==> config.mk <==
export PLATFORM = sky130hd
export DESIGN_NAME = cdb_arbiter
export DESIGN_NICKNAME = d
export VERILOG_FILES = /design/src/rtl/cdb_arbiter.sv
export SDC_FILE = /design/constraint.sdc
export NUM_CORES = 1
export LEC_CHECK = 0
export CAP_MARGIN = 25
export CORE_UTILIZATION = 36
export CTS_CLUSTER_DIAMETER = 150
export DETAILED_ROUTE_END_ITERATION = 12
export GPL_TIMING_DRIVEN = 0
export PLACE_DENSITY = 0.82
export SYNTH_ARGS = -nofsm -noshare
export SYNTH_HDL_FRONTEND = slang
export SYNTH_SLANG_ARGS = --single-unit
==> constraint.sdc <==
create_clock -name clock -period 3 [get_ports clock]
set_input_delay 0.6 -clock clock [delete_from_list [all_inputs] [get_ports clock]]
set_output_delay 0.6 -clock clock [all_outputs]
set_load 0.05 [all_outputs]
run_1/port_nets.png
(4 px per µm)
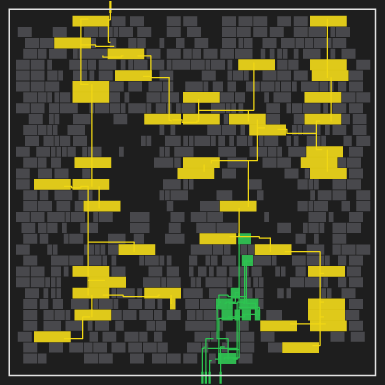
- green: req_i (bits 4; direction input; end cells 12; buffers 4; wire 189 µm)
- yellow: reset (bits 1; direction input; end cells 43; buffers 2; wire 383 µm)
Top Ports: 199
Buffers on Ports: 198

run_1/final_clocks.png
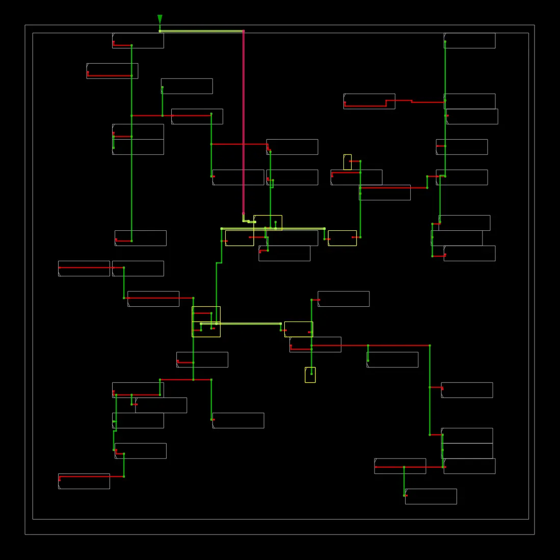
Final Skew: 0.0103 ns
clk latency late pin: 0.29 ns
registers: 42
clock buf count: 7

run_1/registers.png
(3 px per µm) Other sequential cells in the stronger gray, the rest of the logic in the fainter gray.
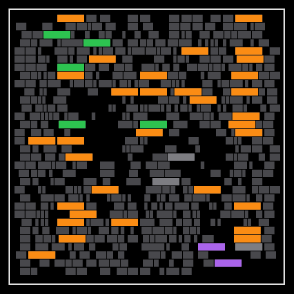
- purple: cdb_src_o (placed flops 2)
- green: cdb_tag_o (placed flops 5; where north-west)
- orange: cdb_data_o (placed flops 32; where all over the die)
- not colored: 3
Seq group: 0.891 mW
Reg area: 0.00105 mm²
post-layout util: 0.667
flop share of the area: 0.204

==> results.txt, run 1 <==
flow finished, numbers: Die ar. approximately 0.0083 mm², DIE HEIGHT 91.2 µm, PD cells around 670 mW/mm², Synth-to-Final Area Change 80.1%, # rows 32, MaxCap Viol Count 0, CP required 2.40 ns, critical path depth in cells 10, max reg flops 32, post-synthesis sequential area ratio 0.367, post-synth cell types 30, # Cells Yosys 332, setup slack after layout just over 0.09 ns, Worst slew margin 0.626, family with the most delay on the worst path buffers and inverters, flip-flops with a built-in enable 0, Pwr Total ~3.4 mW, Final Non-Filler Cells ~640, vias in the first global route approximately 3,500, Synth Cell Area about 0.0029 mm², Final ANT Viol Nets 0, outcome finished, final reports clean, Worst Path Max Fanout 10, die width 91.2 µm, global-route wire length before repair between 15 and 20 mm, antenna violations before repair 0, GRT overflow 0, min cycle time layout between 2 and 3 ns, Detailed Routing Iterations Pass 1 4, R2R depth 10, hold crit path type in2async, Async SR Flop Fraction 1.00, hold slack 0.233 ns, RSZ-0062 raised after global routing no, syn_nets 491, Root Driver clkbuf_8, layout cell share with drive strength beyond 1 0.151, Clock Tree Buf Depth 2, Final Hold Vio Count 0, worst vdd ir around 0.33 mV, Vias ~3,400, syn avg cell area between 8 and 9 µm², worst-path cell chain clkbuf_2 > nand2b_1 > a21oi_1 > a211o_1 > inv_2 > ha_2 > inv_1 > clkbuf_8 > nor4_4 > buf_6, Iter 0 DRT Violations around 84, dpl ws -1.46 ns, Top FF cell, synth dfrtp_1, Critical Path End Type output port
==> run 1: power breakdown <==
group / internal [mW] / total (mW) / switching [mW]
Sequential: 0.774 / 0.891 / 0.117
Clock: 0.186 / 0.381 / 0.195
Combinational: 0.831 / 2.16 / 1.33
Total: 1.79 / 3.43 / 1.64
==> run 1: what timing repair did <==
| item | in CTS | in global routing |
|---|---|---|
| pin swaps | 2 | 1 |
| buffers inserted | 3 | 0 |
| hold endpoints to repair | 0 | 0 |
| hold buffers | 0 | 0 |
| gates cloned | 0 | 0 |
| setup endpoints to repair | 41 | 34 |
| resized | 44 | 12 |
==> run 1: worst register-to-register path: cells and delay by family (launching register included) <==
kind            cells  cell delay (ns)
fa+ha+maj           1             0.21
buf+inv             3             0.74
flops               1             0.42
compound gates      3             0.75
simple gates        3             0.61
==> run 1: layout make-up <==
type	count	area, µm²
timing repair buffer	202	2000
tap	102	128
clock inverter	1	5.00
clock buffer	7	86.3
multi-input combinational	251	1650
fill	629	2570
buffer	32	214
inverter	7	26.3
sequential	42	1050
==> run 1: cells in the final DEF (no fill, tap or decap), drive strengths merged, types with 4 or more instances in the layout <==
master,instances
nand2,74
clkbuf,33
nor2,37
a211oi,35
o22ai,38
clkdlybuf4s50,189
o31ai,37
buf,18
dfrtp,42
ha,4
inv,7
==> run 1: cells by family (layout without fill, tap and decap cells) <==
logic type,after synthesis,count (layout),synth area share
simple gates,123,123,0.173
fa+ha+maj,4,4,0.0175
compound gates,122,122,0.367
buf+inv,39,249,0.0681
mux,2,2,0.00743
flops,42,42,0.367
==> run 1: per-layer routing <==
metal,vias up,routed length (µm),global-route usage
met2,155,5670,0.491
met1,1616,4320,0.297
met4,0,152,0.0595
li1,1633,-,-
met5,-,0,0
met3,12,729,0.0519
## Run 2: what changed since run 1
--- a/config.mk
+++ b/config.mk
@@ -10,7 +10,8 @@
 export CTS_CLUSTER_DIAMETER = 150
 export DETAILED_ROUTE_END_ITERATION = 12
 export GPL_TIMING_DRIVEN = 0
-export PLACE_DENSITY = 0.82
+export PLACE_DENSITY = 0.86
+export SETUP_SLACK_MARGIN = 0.02
 export SYNTH_ARGS = -nofsm -noshare
 export SYNTH_HDL_FRONTEND = slang
 export SYNTH_SLANG_ARGS = --single-unit
==> results.txt, run 2 <==
flow finished, numbers: outcome finished, final reports clean, met3 Use GR 0.0452, Synth area leaders dfrtp_1 (37%), o31ai_2 (16%), nand2_1 (9.6%), a211oi_1 (9.2%), o22ai_1 (8.3%), Max Fclk ~340 MHz, min cycle time layout approximately 2.9 ns, Final Hold Vio Count 0, RSZ-0062 raised after global routing no, R2R depth 9, NumNets Final roughly 700, Worst slew margin 0.637, post-synthesis sequential area ratio 0.367, most frequent cells in the layout clkdlybuf4s50_1 (189), nand2_1 (73), dfrtp_1 (42), worst vdd ir 0.359 mV, Detailed Routing Iterations Pass 1 4, Final Cycle Share 0.966, Pwr Total roughly 3.5 mW, Async SR Flop Fraction 1.00, Synth Cell Area roughly 0.0029 mm², max reg flops 32, die width between 90 and 100 µm, vias in the first global route approximately 3,500, GRT overflow 0, hold crit path type in2async, worst-path cell chain clkdlybuf4s15_2 > nand2b_1 > a21oi_1 > a211o_1 > inv_2 > ha_4 > inv_1 > clkbuf_8 > nor4_4 > buf_6, Worst Path Max Fanout 10, Sink Count roughly 42, Final ANT Viol Nets 0, met2 Use GR 0.501, CTS tree yes, Floorplan Utilization 0.371, Final Skew roughly 0.0031 ns, Top Ports 199, layout cell share with drive strength beyond 1 0.163, Lkg Pwr between 2 and 2.5 nW, CTS H-Tree Depth 2, core area 0.00773 mm², most numerous logic cell after layout clkdlybuf4s50_1, Die ar. between 0.008 and 0.009 mm², gp weighted congestion a little under 0.8, post-synth cell types 30, DIE HEIGHT 91.2 µm, routed vias/inst ~5.3, syn avg cell area 8.63 µm², Clock Tree Buf Depth 2, Worst Setup Start Kind input port, diode count 0, buffers and inverters on the worst path 5, critical path depth in cells 10, family with the most delay on the worst path buffers and inverters, syn_nets approximately 490, routing usage on met1 0.299, Synth-to-Final Area Change 81.8%, CP required ~2.4 ns, clk latency late pin 0.30 ns, Critical Path End Type output port, antenna violations before repair 0, Final Non-Filler Cells around 640, Buffers on Ports a little under 200, # Cells Yosys roughly 330, Iter 0 DRT Violations between 70 and 80, aggregate negative setup slack 0 ns, DRC violations left 0, Root Driver clkbuf_8, PD cells approximately 670 mW/mm², # rows 32, flip-flops with a built-in enable 0, tool warnings 29, global-route wire length before repair about 17 mm, MaxCap Viol Count 0, Warnings, synthesis 0, grt peak-use layer met2, Top FF cell, synth dfrtp_1
==> run 2: cell counts after synthesis <==
Identical to the previous run, type by type.
==> run 2: report_power, final <==
| group | total, mW | leakage [nW] | internal (mW) | switching [mW] |
|---|---|---|---|---|
| Clock | 0.438 | 0.0575 | 0.233 | 0.205 |
| Sequential | 0.895 | 0.538 | 0.774 | 0.121 |
| Combinational | 2.17 | 1.54 | 0.835 | 1.33 |
==> run 2: stage by stage <==
| stage | setup slack [ns] | hold slack, ns | instance area [µm²] |
|---|---|---|---|
| 4_1_cts | 0.0319 | 0.226 | 5170 |
| 3_5_place_dp | -1.51 | 0.471 | 5000 |
| 5_1_grt | 0.0271 | 0.246 | 5210 |
| 3_3_place_gp | -1.80 | 0.462 | 4990 |
| 6_report | 0.101 | 0.222 | 5210 |
| 2_1_floorplan | 0.0558 | 0.304 | 2880 |
==> run 2: layout make-up <==
cell class	instances	area, µm²
clock buffer	8	110
multi-input combinational	251	1670
fill	626	2520
sequential	42	1050
inverter	7	26.3
tap	102	128
timing repair buffer	202	2010
buffer	31	210
==> run 2: metal layers <==
| metal | part of all wire | wire length (µm) |
|---|---|---|
| met1 | 0.40 | 4420 |
| met2 | 0.53 | 5870 |
| met3 | 0.059 | 652 |
| met4 | 0.016 | 180 |
| met5 | 0 | 0 |
==> run 2: repair_timing <==
item	CTS	global route
buffers inserted	2	1
pin swaps	2	1
cloned	0	0
gates resized	45	22
endpoints found under the setup margin	41	34
hold buffers	0	0
==> run 2: kinds of logic after synthesis <==
family	after synthesis	synth area share
adder cells (fa/ha/maj)	4	0.0175
AND/OR/NAND/NOR	123	0.173
AND-OR/OR-AND	122	0.367
flip-flops	42	0.367
multiplexers	2	0.00743
buffers and inverters	39	0.0681
run_2/metal_stack.png
(4 px per µm)
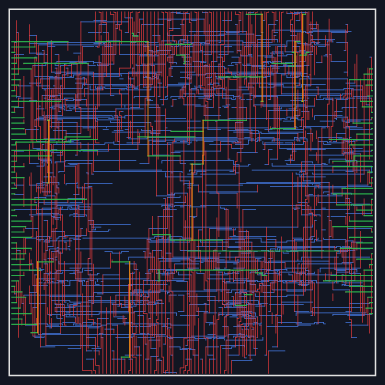
- blue: met1 (wire length 4,420 µm)
- red: met2 (wire length 5,870 µm)
- orange: met4 (wire length 181 µm)
- green: met3 (wire length 653 µm)
Vias: 3,438
routed length per placed instance: 17.3 µm
GRT Total Usage: 0.264
final wirelength: 11.1 mm

run_2/registers.png
(3 px per µm) Other sequential cells in the stronger gray, the rest of the logic in the fainter gray.
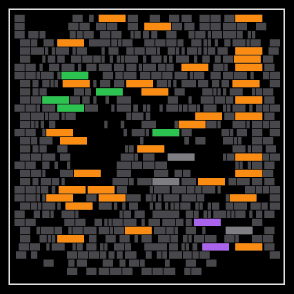
- green: cdb_tag_o (placed flops 5)
- purple: cdb_src_o (placed flops 2)
- orange: cdb_data_o (placed flops 32)
post-layout util: 0.674
Seq group: 0.895 mW
flop share of the area: 0.202

run_2/port_nets.png
(4 px per µm)
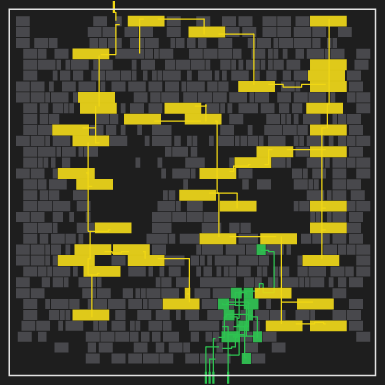
- green: req_i (bits 4; direction input; end cells 12; buffers 4; wire 170 µm)
- yellow: reset (bits 1; direction input; end cells 43; buffers 2; wire 379 µm)

Power figures rest on the tool's default switching activity, not on a simulated workload.
